==> images/layer_met1.png <==
Supply wires on this layer in gray.
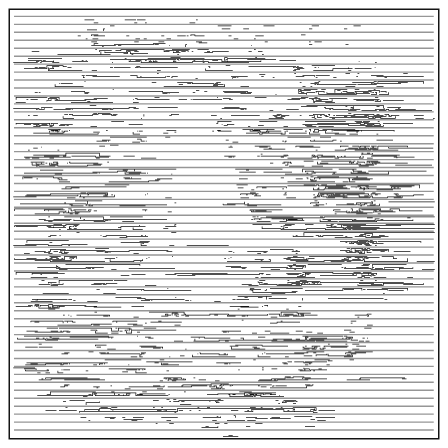
==> images/layer_met2.png <==
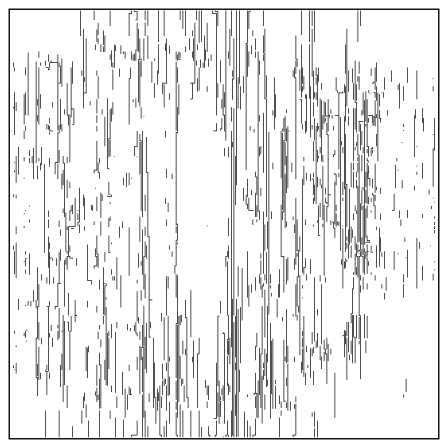
==> config.mk <==
export PLATFORM = sky130hd
export DESIGN_NAME = regfile_wr_sched
export DESIGN_NICKNAME = d
export VERILOG_FILES = /design/src/rtl/regfile_wr_sched.sv
export SDC_FILE = /design/constraint.sdc
export NUM_CORES = 1
export LEC_CHECK = 0
export CAP_MARGIN = 40
export CORE_UTILIZATION = 30
export CTS_CLUSTER_DIAMETER = 30
export DETAILED_ROUTE_END_ITERATION = 8
export GPL_ROUTABILITY_DRIVEN = 0
export HOLD_SLACK_MARGIN = 0.05
export PLACE_DENSITY_LB_ADDON = 0.1
export REMOVE_ABC_BUFFERS = 1
export SYNTH_ARGS = -nofsm -noshare
export SYNTH_HDL_FRONTEND = slang
export SYNTH_SLANG_ARGS = --single-unit
==> constraint.sdc <==
create_clock -name clk -period 7.1 [get_ports clk]
set_clock_uncertainty 0.1 [all_clocks]
set_input_delay 0.71 -clock clk [delete_from_list [all_inputs] [get_ports clk]]
set_output_delay 0.71 -clock clk [all_outputs]
set_load 0.03 [all_outputs]
==> summary.log <==
INFO  outcome        run_status=finished clean
INFO  final_timing   slew_headroom=37.8%
INFO  global_route   grt_ovf=0
INFO  global_route   vias_in_the_first_global_route=4634
INFO  global_route   grt_first_pass_wirelength=24500µm
INFO  critical_path  worst-path-stages=2
INFO  clocking       clock_sinks=154
INFO  die            die_height=146µm
INFO  clocking       clock_buffer_depth=2
INFO  global_route   maximum_number_of_pins_on_one_net_before_global_route_repair=79
INFO  critical_path  worstPathArrival=1720ps
INFO  detailed_routing drt-wirelength-per-cell=15.2µm
INFO  final_timing   finalWorstPathRequiredPeriod=2530ps
INFO  synth          syn_area=6250µm²
INFO  die            initial_core_util=30.8%
INFO  final_timing   timing_worst_slew_pin_value=925ps
INFO  final_timing   clock.fmax=0.395GHz
INFO  final_timing   fin_hold_ws=376ps
INFO  die            core_area=20300µm²
INFO  clocking       tritoncts=built
INFO  power          sequentialPowerShare=39.9%
INFO  flow_run       tally_of_max_capacitance_violations=0
INFO  layout         layout.nets=811
INFO  critical_path  worstSetupPathType=reg -> out
INFO  layout         growth_of_design_area_from_synthesis_to_finish=38.0%
INFO  final_timing   timing.final.crit_share=35.7%
INFO  die            design.die.area=21400µm²
INFO  global_route   track_usage=14.7%
INFO  clocking       post-cts-setup-buffers=0
INFO  placement      count_of_buffers_inserted_at_the_top_level_ports=156
INFO  worst_hold_path min_delay_path_depth=2
INFO  layout         post_layout_nonfiller_instances=1007
INFO  synth          synth.top_cells.by_area=edfxtp_1, dfxtp_1, nand2_1
INFO  power          power_density=320nW/µm²
INFO  power          ir_drop_worst_vdd=165µV
INFO  synth          warning_count_from_the_yosys_run=0
INFO  critical_path  startpoint_type=register
INFO  synth          yosys_most_used_dff=dfxtp_1
INFO  clocking       ctsRootBufferMaster=clkbuf_16
INFO  critical_path  cpMaxStageDelayCell=clkdlybuf4s50_1
INFO  final_timing   timing_max_transition_violations_final=0
INFO  power          total_switching_power=850µW
INFO  synth          synth_area_leader_cell=edfxtp_1
INFO  critical_path  required=6290ps
INFO  placement      placedCellCount=975
INFO  final_timing   grt_setup_unrepaired=no
INFO  critical_path  timing.critical_path.max_delay_family=buffers and inverters
INFO  synth          post_synth.cell_area_avg=10.9µm²
INFO  power          totalPowerFinal=2760µW
INFO  synth          synth_cell_type_count=35
INFO  flow_run       openroad_warning_count=26
INFO  critical_path  timing.reg2reg.setup_slack=4680ps
INFO  final_timing   timing.final.hold_violations=0
INFO  final_timing   fin_setup_tns=0ps
INFO  detailed_routing first_pass_iters=4
INFO  die            std_cell_rows=52
INFO  layout         antenna-diode-count=0
INFO  synth          ys_chip_area=6250µm²
INFO  clocking       numCtsBuffers=17
INFO  detailed_routing drt_iter0_markers=246
-- layer_met1.png (at the start) --
- share of all routed wire: 46%
- main direction: horizontal
- longest straight run: 44.6 µm
- nets with wire on the layer: 711
- wire length on this layer: 7010 µm
vias: 4617
grt met1 use: 18.6%

-- layer_met2.png (at the start) --
- longest straight run: 73.8 µm
- nets with wire on the layer: 655
- share of all routed wire: 47%
met2 routing resource usage after global routing: 24.1%
Routed WL: 15300 µm

-- final cells by class --
type	instances	area, µm²
Clock buffer	18	429
Inverter	2	7.51
Multi-Input combinational cell	384	2220
Sequential cell	154	3820
Timing Repair Buffer	165	1640
Clock inverter	14	171
Fill cell	1988	11700
Tap cell	270	338
-- per-layer routing --
metal	routed length, µm	GRT usage [%]	vias to the layer above
li1	-	-	2315
met1	7010	18.6	2149
met2	7210	24.1	136
met3	896	4.13	15
met4	197	5.10	2
met5	12	0	-
-- synthesized netlist by cell type, types with 3 or more instances --
cell type	n
nand2_1	105
dfxtp_1	80
edfxtp_1	74
nor2_1	50
a21oi_1	41
a211o_1	37
mux2i_1	37
nor2b_1	33
o21ai_1	29
clkbuf_1	14
buf_2	9
nand3_1	9
buf_6	8
o21ai_0	6
nor3_1	5
nand2b_1	4
ha_1	3
mux2_2	3
nand3b_1	3
nor3b_1	3
xnor2_1	3
-- per-stage QoR --
step | utilization [%] | cell area, µm² | setup slack (ps)
2_1_floorplan | - | 6040 | 4090
3_3_place_gp | 39.3 | 7980 | 4540
3_5_place_dp | 39.5 | 8030 | 4590
4_1_cts | 42.5 | 8630 | 4540
5_1_grt | 42.5 | 8630 | 4490
6_report | 42.5 | 8630 | 4570
-- power by group through the flow --
stage | registers (µW) | logic, µW | clock network, µW
2_1_floorplan | 1220 | 375 | 0
3_3_place_gp | 1120 | 733 | 0
3_5_place_dp | 1120 | 745 | 0
4_1_cts | 1100 | 748 | 946
5_1_grt | 1110 | 807 | 983
6_report | 1100 | 734 | 925
-- worst register-to-register path: cells and delay by family, from the launching register on --
kind,cells,cell delay [ps]
muxes,1,520
DFF,1,310
and+or+nand+nor,2,550
buffers and inverters,1,550
AOI/OAI and AO/OA,1,280
-- kinds of logic (layout without fill, tap and decap cells) --
logic type | Yosys count | count (layout) | share of synthesized area [%]
xor gates and xnor gates | 4 | 4 | 0.561
adders and majority gates | 3 | 3 | 0.601
muxes | 40 | 40 | 6.47
and+or+nand+nor | 221 | 221 | 15.9
DFF | 154 | 154 | 61.2
AOI/OAI and AO/OA | 116 | 116 | 11.8
buffers and inverters | 37 | 199 | 3.48
Power figures rest on the tool's default switching activity, not on a simulated workload.
